### src/rtl/step_ctrl.sv
// Two-button step controller: synchronizes and debounces btn_up/btn_dn,
// turns a clean press into a fixed-width nxt strobe with direction on dir,
// and auto-repeats while the initiating button stays held.
module step_ctrl #(
  parameter int unsigned DB_CYCLES  = 4,
  parameter int unsigned PULSE_W    = 2,
  parameter int unsigned REP_DELAY  = 16,
  parameter int unsigned REP_PERIOD = 8
) (
  input  logic clk,
  input  logic rst_n,
  input  logic btn_up,
  input  logic btn_dn,
  output logic nxt,
  output logic dir,
  output logic busy
);

  typedef enum logic [2:0] {IDLE, SETUP, PULSE, GAP, WAIT} state_t;

  // Exit thresholds on the cycles-since-rise counter (0 in the first PULSE cycle).
  localparam logic [15:0] DB_LAST   = 16'(DB_CYCLES - 1);
  localparam logic [15:0] PULSE_END = 16'(PULSE_W - 1);
  localparam logic [15:0] GAP_END   = 16'(2 * PULSE_W - 1);
  localparam logic [15:0] DLY_EXIT  = 16'(REP_DELAY - 2);
  localparam logic [15:0] PER_EXIT  = 16'(REP_PERIOD - 2);

  // Index 0 = up button, index 1 = down button.
  logic [1:0]  raw;
  logic [1:0]  sync1, sync2;
  logic [1:0]  db, db_q;
  logic [15:0] db_cnt [2];

  state_t      state, state_n;
  logic        dir_n;
  logic        rep;
  logic [15:0] since_rise;
  logic        up_ev, dn_ev, hold_ok;
  logic [15:0] wait_exit;

  assign raw = {btn_dn, btn_up};

  // Two-flop synchronizers followed by a consecutive-mismatch debounce counter.
  always_ff @(posedge clk or negedge rst_n) begin
    if (!rst_n) begin
      sync1  <= '0;
      sync2  <= '0;
      db     <= '0;
      db_q   <= '0;
      db_cnt <= '{default: '0};
    end else begin
      for (int unsigned i = 0; i < 2; i++) begin
        sync1[i] <= raw[i];
        sync2[i] <= sync1[i];
        db_q[i]  <= db[i];
        if (sync2[i] == db[i]) begin
          db_cnt[i] <= '0;
        end else if (db_cnt[i] >= DB_LAST) begin
          db[i]     <= sync2[i];
          db_cnt[i] <= '0;
        end else if (db_cnt[i] != '1) begin
          db_cnt[i] <= db_cnt[i] + 16'd1;
        end
      end
    end
  end

  // A press counts only when the other button is debounced low.
  always_comb begin
    up_ev   = db[0] & ~db_q[0] & ~db[1];
    dn_ev   = db[1] & ~db_q[1] & ~db[0];
    // dir doubles as the record of which button started the sequence.
    hold_ok = dir ? (db[1] & ~db[0]) : (db[0] & ~db[1]);
    wait_exit = rep ? PER_EXIT : DLY_EXIT;
  end

  // Next-state, direction load and Moore outputs.
  always_comb begin
    state_n = state;
    dir_n   = dir;
    nxt     = 1'b0;
    busy    = 1'b1;
    case (state)
      IDLE: begin
        busy = 1'b0;
        if (up_ev) begin
          state_n = SETUP;
          dir_n   = 1'b0;
        end else if (dn_ev) begin
          state_n = SETUP;
          dir_n   = 1'b1;
        end
      end
      SETUP: state_n = PULSE;
      PULSE: begin
        nxt = 1'b1;
        if (since_rise >= PULSE_END) state_n = GAP;
      end
      GAP: begin
        if (since_rise >= GAP_END) state_n = hold_ok ? WAIT : IDLE;
      end
      WAIT: begin
        if (!hold_ok)                     state_n = IDLE;
        else if (since_rise >= wait_exit) state_n = SETUP;
      end
      default: state_n = IDLE;
    endcase
  end

  // State, direction, repeat flag and saturating cycles-since-rise counter.
  always_ff @(posedge clk or negedge rst_n) begin
    if (!rst_n) begin
      state      <= IDLE;
      dir        <= 1'b0;
      rep        <= 1'b0;
      since_rise <= '0;
    end else begin
      state <= state_n;
      dir   <= dir_n;
      if (state == IDLE)                           rep <= 1'b0;
      else if (state == WAIT && state_n == SETUP)  rep <= 1'b1;
      // SETUP always precedes PULSE, so clearing here zeroes the count on the rise cycle.
      if (state == SETUP)          since_rise <= '0;
      else if (since_rise != '1)   since_rise <= since_rise + 16'd1;
    end
  end

endmodule

### config.mk
export PLATFORM = sky130hd
export DESIGN_NAME = step_ctrl
export DESIGN_NICKNAME = d
export VERILOG_FILES = /design/src/rtl/step_ctrl.sv
export SDC_FILE = /design/constraint.sdc
export NUM_CORES = 1
export LEC_CHECK = 0
export CAP_MARGIN = 25
export CELL_PAD_IN_SITES_DETAIL_PLACEMENT = 1
export CELL_PAD_IN_SITES_GLOBAL_PLACEMENT = 1
export CORE_MARGIN = 2
export CORE_UTILIZATION = 44
export DETAILED_ROUTE_END_ITERATION = 7
export PLACE_DENSITY = 0.73
export SYNTH_ARGS = -nofsm -noshare
export SYNTH_HDL_FRONTEND = slang
export SYNTH_SLANG_ARGS = --single-unit
### constraint.sdc
create_clock -name clk -period 1.6 [get_ports clk]
set_input_delay 0.48 -clock clk [delete_from_list [all_inputs] [get_ports clk]]
set_output_delay 0.48 -clock clk [all_outputs]
set_load 0.02 [all_outputs]
**Run 1: signal wires on met1**

The bar under the picture is 20 um long. Cells faint in the background.
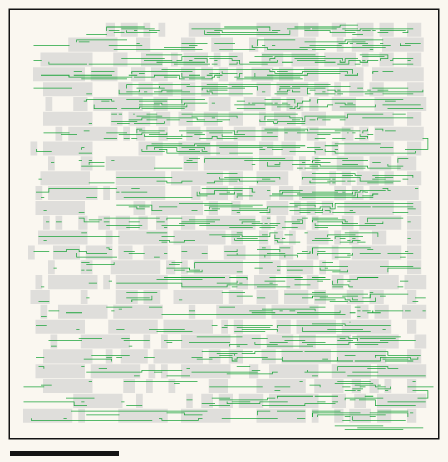
The wires run mostly horizontal. The layer carries 3400 um of wire. The layer holds 43% of the routed length.

**Run 1: signal wires on met2**

The bar under the picture is 20 um long. Cells faint in the background.
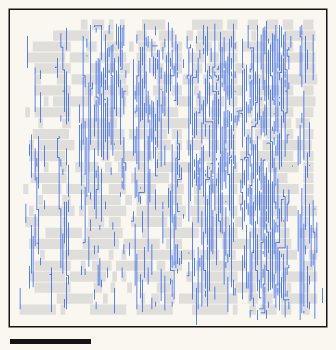
The wires run mostly vertical. The layer holds 50% of the routed length. The layer carries 4000 um of wire.
GR Layer Usage met2: 34.5%
Final Routed Wirelength: 7.92 mm

**Run 1: signal wires on met3**

The bar under the picture is 20 um long. Cells faint in the background.
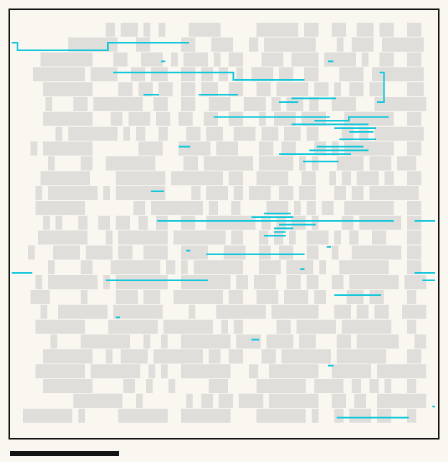
32 nets have wire on it. The layer holds 4.4% of the routed length.

==> impl.org, run 1 <==
#+TITLE: Physical design notes

** Run status
- The flow ran to the end, but the final reports show violations.
- Failing checks :: negative setup slack

** Flow run
- Tool Warnings :: 32

** Final layout
- Leaving out fill and tap cells, the most frequent cells in the layout are dfrtp_1 (52), buf_4 (50), conb_1 (28).
- Non-filler cells in the finished layout :: 384
- The layout has 10 clock buffers.
- Combined flip-flop and latch cell area :: 1540 um^2
- In the final layout, the registers with the most flip-flops are db_cnt x32, since_rise x16, state x3.
- Seq cells :: 61

** Worst setup path
- The timing report attributes the biggest portion of critical-path delay to simple AND/OR/NAND/NOR gates.
- The worst setup path is captured at an output pin.
- CP peak stage delay :: 0.42 ns
- For the worst setup path, the data required time is 1.12 ns.
- The timing report lists the critical path depth as 2 cells.
- The number of buffers and inverters on the critical path is 1.

** Power and ir drop
- Looking at the group totals, the largest power group turns out to be registers.
- The analysis reports a worst IR drop on VDD of 1.21 mV.
- The power report attributes to the sequential group a share of 38.7%.

** Die
- For reference, the placement row count at floorplan is 27.

** Global routing
- The first global-routing pass estimated 9.58 mm of wire.
- Met3 track demand over resource in global routing :: 4.60%

** Clock tree
- CTS Hold Buffers Added :: 0
- Per the skew report, the later register of the worst-skew pair sees a clock latency of 0.35 ns.
- No sink is reached through more buffers than the 2 on the longest clock path.

** Timing
- Worst Slack Setup Final :: -0.207 ns
- The end-of-flow timing check tallies setup violations at 11.
- Part of the cycle the worst path needs :: 113%
- After layout, the setup clock skew is reported as 0.0116 ns.
- F_max :: 554 MHz

** Synth
- Counting the warning lines in the Yosys log gives 0.
- Post-synth tally of flip-flops with integrated enable :: 0
- Post-synthesis sequential area ratio :: 62.6%

** Routing
- After detailed routing, the met3 layer carries 351 um of wire.

** Place
- In this run the tool buffered the top-level ports with 6 buffer cells.
run 1: kinds of logic (layout without fill, tap and decap cells):
logic type,Yosys count,in the layout,synth area share (%)
compound gates,36,36,9.14
xor+xnor,2,2,0.719
fa+ha+maj,7,7,3.59
buf+inv,8,87,1.59
flops,61,61,62.6
mux,2,2,0.924
other cells,1,28,0.154
simple gates,89,89,21.3
run 1: cells in the mapped netlist (3+ instances only):
cell type	count	share of area (%)
nor4_1	12	3.1
a21oi_1	10	2.1
nand3_1	5	1.0
nand2_1	13	2.0
ha_1	7	3.6
dfrtp_1	61	63
a31oi_1	6	1.5
nor3_1	12	2.5
clkbuf_1	3	0.46
or4_1	5	1.5
nor2_1	8	1.2
and3_1	3	0.77
o21ai_0	9	1.8
o31ai_1	3	0.92
inv_1	3	0.46
nor3b_1	6	1.8
nand4_1	7	1.8
**Run 1: M4 wires**

The bar under the picture is 20 um long.
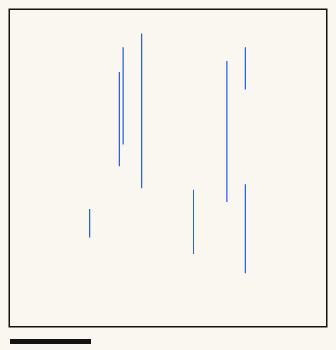

==> run 1 -> run 2 <==
--- a/config.mk
+++ b/config.mk
@@ -9,9 +9,9 @@
 export CELL_PAD_IN_SITES_DETAIL_PLACEMENT = 1
 export CELL_PAD_IN_SITES_GLOBAL_PLACEMENT = 1
 export CORE_MARGIN = 2
-export CORE_UTILIZATION = 44
+export CORE_UTILIZATION = 49
 export DETAILED_ROUTE_END_ITERATION = 7
-export PLACE_DENSITY = 0.73
+export PLACE_DENSITY = 0.77
 export SYNTH_ARGS = -nofsm -noshare
 export SYNTH_HDL_FRONTEND = slang
 export SYNTH_SLANG_ARGS = --single-unit
==> constraint.sdc (replaced) <==
create_clock -name clk -period 1.98 [get_ports clk]
set_input_delay 0.594 -clock clk [delete_from_list [all_inputs] [get_ports clk]]
set_output_delay 0.594 -clock clk [all_outputs]
set_load 0.02 [all_outputs]
**Run 2: M4 wires**

The bar under the picture is 20 um long.
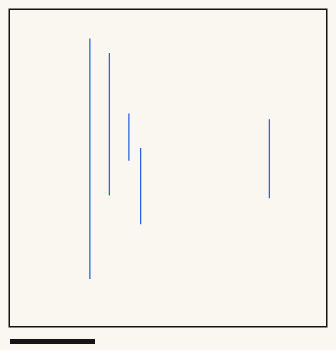
The layer holds 2.5% of the routed length. The longest straight run is 56.4 um. The layer carries 137 um of wire. The wires run mostly vertical. 5 nets have wire on it.
Final Routed Wirelength: 5.52 mm
number of vias in the routed layout: 1809

==> run 2 against run 1 <==
- the run now ends clean
- global-route usage up 2.4 points
- sequential share of layout area grew 9.7 points
- non-clock buffer count decreased by 50
- register-to-register slack improved by 0.22 ns
- die area is 9.7% lower
- critical path type unchanged
- cell area shrank 19%
- via count down 16%
- combinational power fell by 53%
- total power shrank 30%
==> impl.org, run 2 <==
#+TITLE: Physical design notes

** Run status
- Outcome :: finished, final reports clean (was finished with violations)

** Final layout
- Biggest regs: db_cnt x32, since_rise x16, state x3 (unchanged).
- Non-filler cells in the finished layout :: 328 (was 384)
- Post-layout util :: 62.1% (was 67.2%)

** Power and ir drop
- Sequential Power Share :: 43.3% (was 38.7%)
- Largest vdd supply drop :: 0.556 mV (was 1.21 mV)
- NetSw :: 0.00103 W (was 0.00172 W)
- Top power consumer group :: registers (unchanged)

** Worst setup path
- Count of cell instances traversed by the critical path :: 2 (unchanged)
- CP peak stage delay :: 0.41 ns (was 0.42 ns)
- Largest delay contributor family on the critical path :: simple AND/OR/NAND/NOR gates (unchanged)
- Req. time, crit path :: 1.39 ns (was 1.12 ns)
- The sort of element at the end of the critical path is an output pin (unchanged).
- Combined buffer and inverter count along the critical path :: 1 (unchanged)

** Routing
- The met3 routed wirelength came to 171 um (was 351 um).
- Average wire per standard cell :: 16.8 um (was 20.6 um)

** Place
- Number of port buffers :: 6 (unchanged)

** Synth
- Leading cell types by total area after synthesis: dfrtp_1 (63%), ha_1 (3.6%), nor4_1 (3.1%), nor3_1 (2.5%), a21oi_1 (2.1%) (unchanged).
- The count of warnings emitted by yosys came to 0 (unchanged).
- Most numerous cell types in the synthesized netlist: dfrtp_1 (61), nand2_1 (13), nor3_1 (12), nor4_1 (12), a21oi_1 (10) (unchanged).
- The share of the yosys chip area belonging to registers was 62.6% (unchanged).

** Timing
- The total setup violations reported at the end of the flow came to 0 (was 11).
- OpenROAD reports that the post-layout worst path occupies 96.6% of the period.
- Worst Slack Setup Final :: 0.0677 ns (was -0.207 ns)

** Die
- The row count is 25 (was 27).

** Flow run
- The total tool warning count came to 29 (was 32).

** Clock tree
- Clock latency reported for the late side of the worst-skew pair :: 0.34 ns (was 0.35 ns)
- The hold-fix buffer count after cts came to 0 (unchanged).
- The maximum clock path buffer count came to 2 (unchanged).

** Global routing
- The met2 track demand over resource came to 37.2% (was 34.5%).
- The fraction of met3 tracks used by global routing came to 6.78% (was 4.60%).
run 2: final timing paths:
path	startpoint	endpoint
worst max-delay path	state[1]	busy
min in group clk	sync1[0]	sync2[0]
max in group asynchronous	rst_n	since_rise[6]
worst min-delay path	rst_n	db_cnt[16]
worst min register to register	sync1[0]	sync2[0]
worst max register to register	since_rise[4]	since_rise[13]
run 2: cells by family after synthesis:
family | after synthesis | synth area share [%]
buf+inv | 8 | 1.59
flops | 61 | 62.6
mux | 2 | 0.924
simple gates | 89 | 21.3
other cells | 1 | 0.154
fa+ha+maj | 7 | 3.59
xor+xnor | 2 | 0.719
compound gates | 36 | 9.14
run 2: cell type report:
class	instances	share of cell area, %
clock inverters	3	1.53
multi-input cells	164	33.1
clock buffers	12	5.26
well taps	67	2.84
inverters	3	0.382
repair buffers	18	5.09
flip-flops and latches	61	51.8
**Run 2: signal wires on met1**

The bar under the picture is 20 um long. Cells faint in the background.
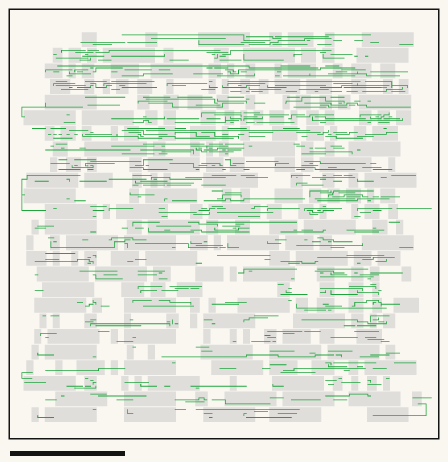

==> run 2 -> run 3 <==
--- a/config.mk
+++ b/config.mk
@@ -9,9 +9,10 @@
 export CELL_PAD_IN_SITES_DETAIL_PLACEMENT = 1
 export CELL_PAD_IN_SITES_GLOBAL_PLACEMENT = 1
 export CORE_MARGIN = 2
-export CORE_UTILIZATION = 49
+export CORE_UTILIZATION = 50
 export DETAILED_ROUTE_END_ITERATION = 7
-export PLACE_DENSITY = 0.77
+export DONT_BUFFER_PORTS = 1
+export PLACE_DENSITY = 0.76
 export SYNTH_ARGS = -nofsm -noshare
 export SYNTH_HDL_FRONTEND = slang
 export SYNTH_SLANG_ARGS = --single-unit
**Run 3: signal wires on met1**

The bar under the picture is 20 um long. Cells faint in the background.
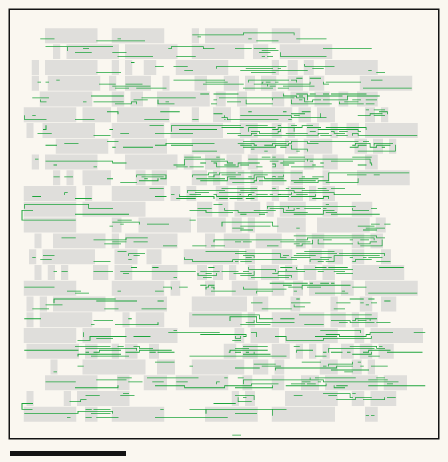
The layer carries 2170 um of wire. 239 nets have wire on it. The wires run mostly horizontal. The layer holds 42% of the routed length.

==> run 3 against run 2 <==
- the flow now finishes with violations (negative hold slack)
- hold slack lost 0.32 ns
- flip-flop count unchanged
- sequential power increased by 6%
- cell area fell by 1.7%
==> impl.org, run 3 <==
#+TITLE: Physical design notes

** Power and ir drop
- NetSw :: 0.00102 W (was 0.00103 W)
- The worst vdd rail ir drop came to 0.712 mV (was 0.556 mV).
- Top power consumer group :: registers (unchanged)
- The part of the power in registers is 44.3% (was 43.3%).

** Synth
- Multiplexer fraction of the synthesized cell area :: 0.924% (unchanged)
- Share of the synthesized netlist area taken by xor and xnor gates :: 0.719% (unchanged)
- Cell type with the highest aggregate area in the netlist :: dfrtp_1 (unchanged)
- Leading cell types by total area after synthesis: dfrtp_1 (63%), ha_1 (3.6%), nor4_1 (3.1%), nor3_1 (2.5%), a21oi_1 (2.1%) (unchanged).
- The synthesized-area fraction occupied by ao, oa, aoi and oai cells came to 9.14% (unchanged).
- Synth warnings :: 0 (unchanged)
- The share of the yosys chip area belonging to registers is 62.6% (unchanged).
- Top-count cell post-synth :: dfrtp_1 (unchanged)
- The number of synthesized flops with an enable pin was 0 (unchanged).

** Run status
- Outcome :: finished with violations (was finished, final reports clean)
- The checks that failed: negative hold slack.

** Final layout
- The sequential portion of the cell area came to 52.7% (was 51.8%).
- The sequential cell count was 61 (unchanged).
- Largest cell class by area :: sequential cells (unchanged)
- The total area of sequential cells is 1530 um^2 (about the same).
- Non-clk buf share :: 1.29% (was 5.09%)
- Logic Gate Count :: 164 (unchanged)
- Biggest regs :: db_cnt x32, since_rise x16, state x3 (unchanged)
- Fraction of area in multi-input gates :: 34.2% (was 33.1%)
- Number of clock buffers in the layout :: 9 (was 12)
- Non-clock inverters :: 3 (unchanged)
- The final non-filler cell total was 316 (was 328).
- Most frequent logic cells in the routed design :: dfrtp_1 (59), conb_1 (28), nor3_1 (12), nand2_1 (12), nor4_1 (11) (was dfrtp_1 (60), conb_1 (28), nand2_1 (13))

** Timing
- The final hold violation count is 61 (was 0).
- The maximum frequency from static timing analysis came to 536 MHz (was 523 MHz).
- The final setup slack of the worst path came to 0.115 ns (was 0.0677 ns).
- The worst hold margin is -0.0644 ns (was 0.255 ns).

** Place
- Number of port buffers :: 0 (was 6)

** Routing
- Average wire per standard cell :: 16.4 um (was 16.8 um)
- The via total after detailed routing is 1750 (was 1809).
- Final Routed Wirelength :: 5.18 mm (was 5.52 mm)

** Flow run
- Tool Warnings :: 31 (was 29)

** Clock tree
- Longest Clk Path Bufs :: 2 (unchanged)
- Clock latency reported for the late side of the worst-skew pair :: 0.34 ns (about the same)

** Worst setup path
- Largest delay contributor family on the critical path :: simple AND/OR/NAND/NOR gates (unchanged)
- The required arrival time at the worst endpoint came to 1.39 ns (about the same).

** Global routing
- First-pass GRT wire length :: 8.54 mm (was 9.12 mm)

** Die
- Placement row count :: 25 (unchanged)
- Well Taps :: 67 (unchanged)
==> run 3: cell counts after synthesis <==
Identical to the previous run, type by type.
==> run 3: final timing paths <==
kind / start / to / depth (start not counted)
max: state[1] / busy / 1
min: rst_n / state[0] / 0
max reg2reg: since_rise[3] / since_rise[9] / 4
min reg2reg: sync1[1] / sync2[1] / 0
max in group asynchronous: rst_n / db_cnt[9] / 0
min in group clk: btn_dn / sync1[1] / 0
==> run 3: routing by layer <==
layer	part of all wire (%)	up-vias	global-route usage, %
li1	-	815	-
met1	42	903	25.5
met5	0	-	0
met2	54	23	37.5
met3	2.9	9	6.58
met4	1.5	0	8.08
==> run 3: repair_timing <==
item                                    CTS  global route
endpoints found under the hold margin    61            61
endpoints found under the setup margin    0             5
resized                                   0             6

==> layout pictures side by side <==
Congestion heat map.
Plate I
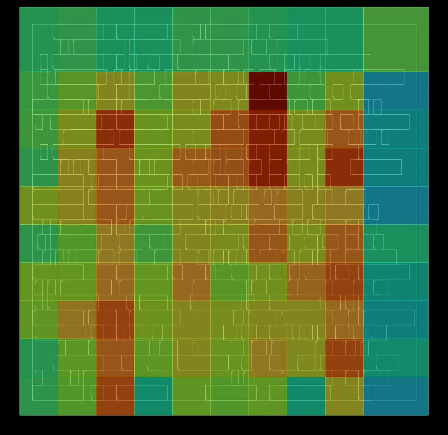
Plate II
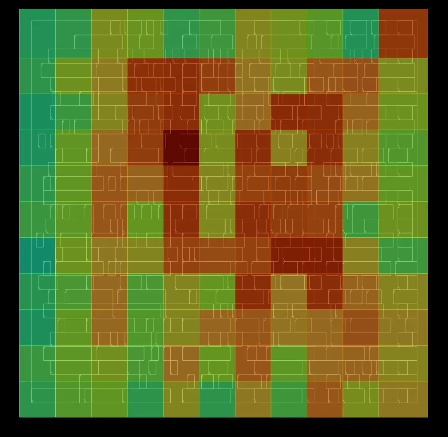
Plate III
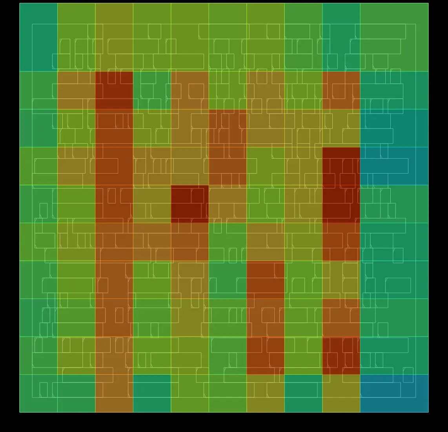
Plate II is run 1.
Plate I is run 3.
Plate III is run 2.
The one with the most wire per cell is Plate II.

Power and IR drop assume default switching activity.
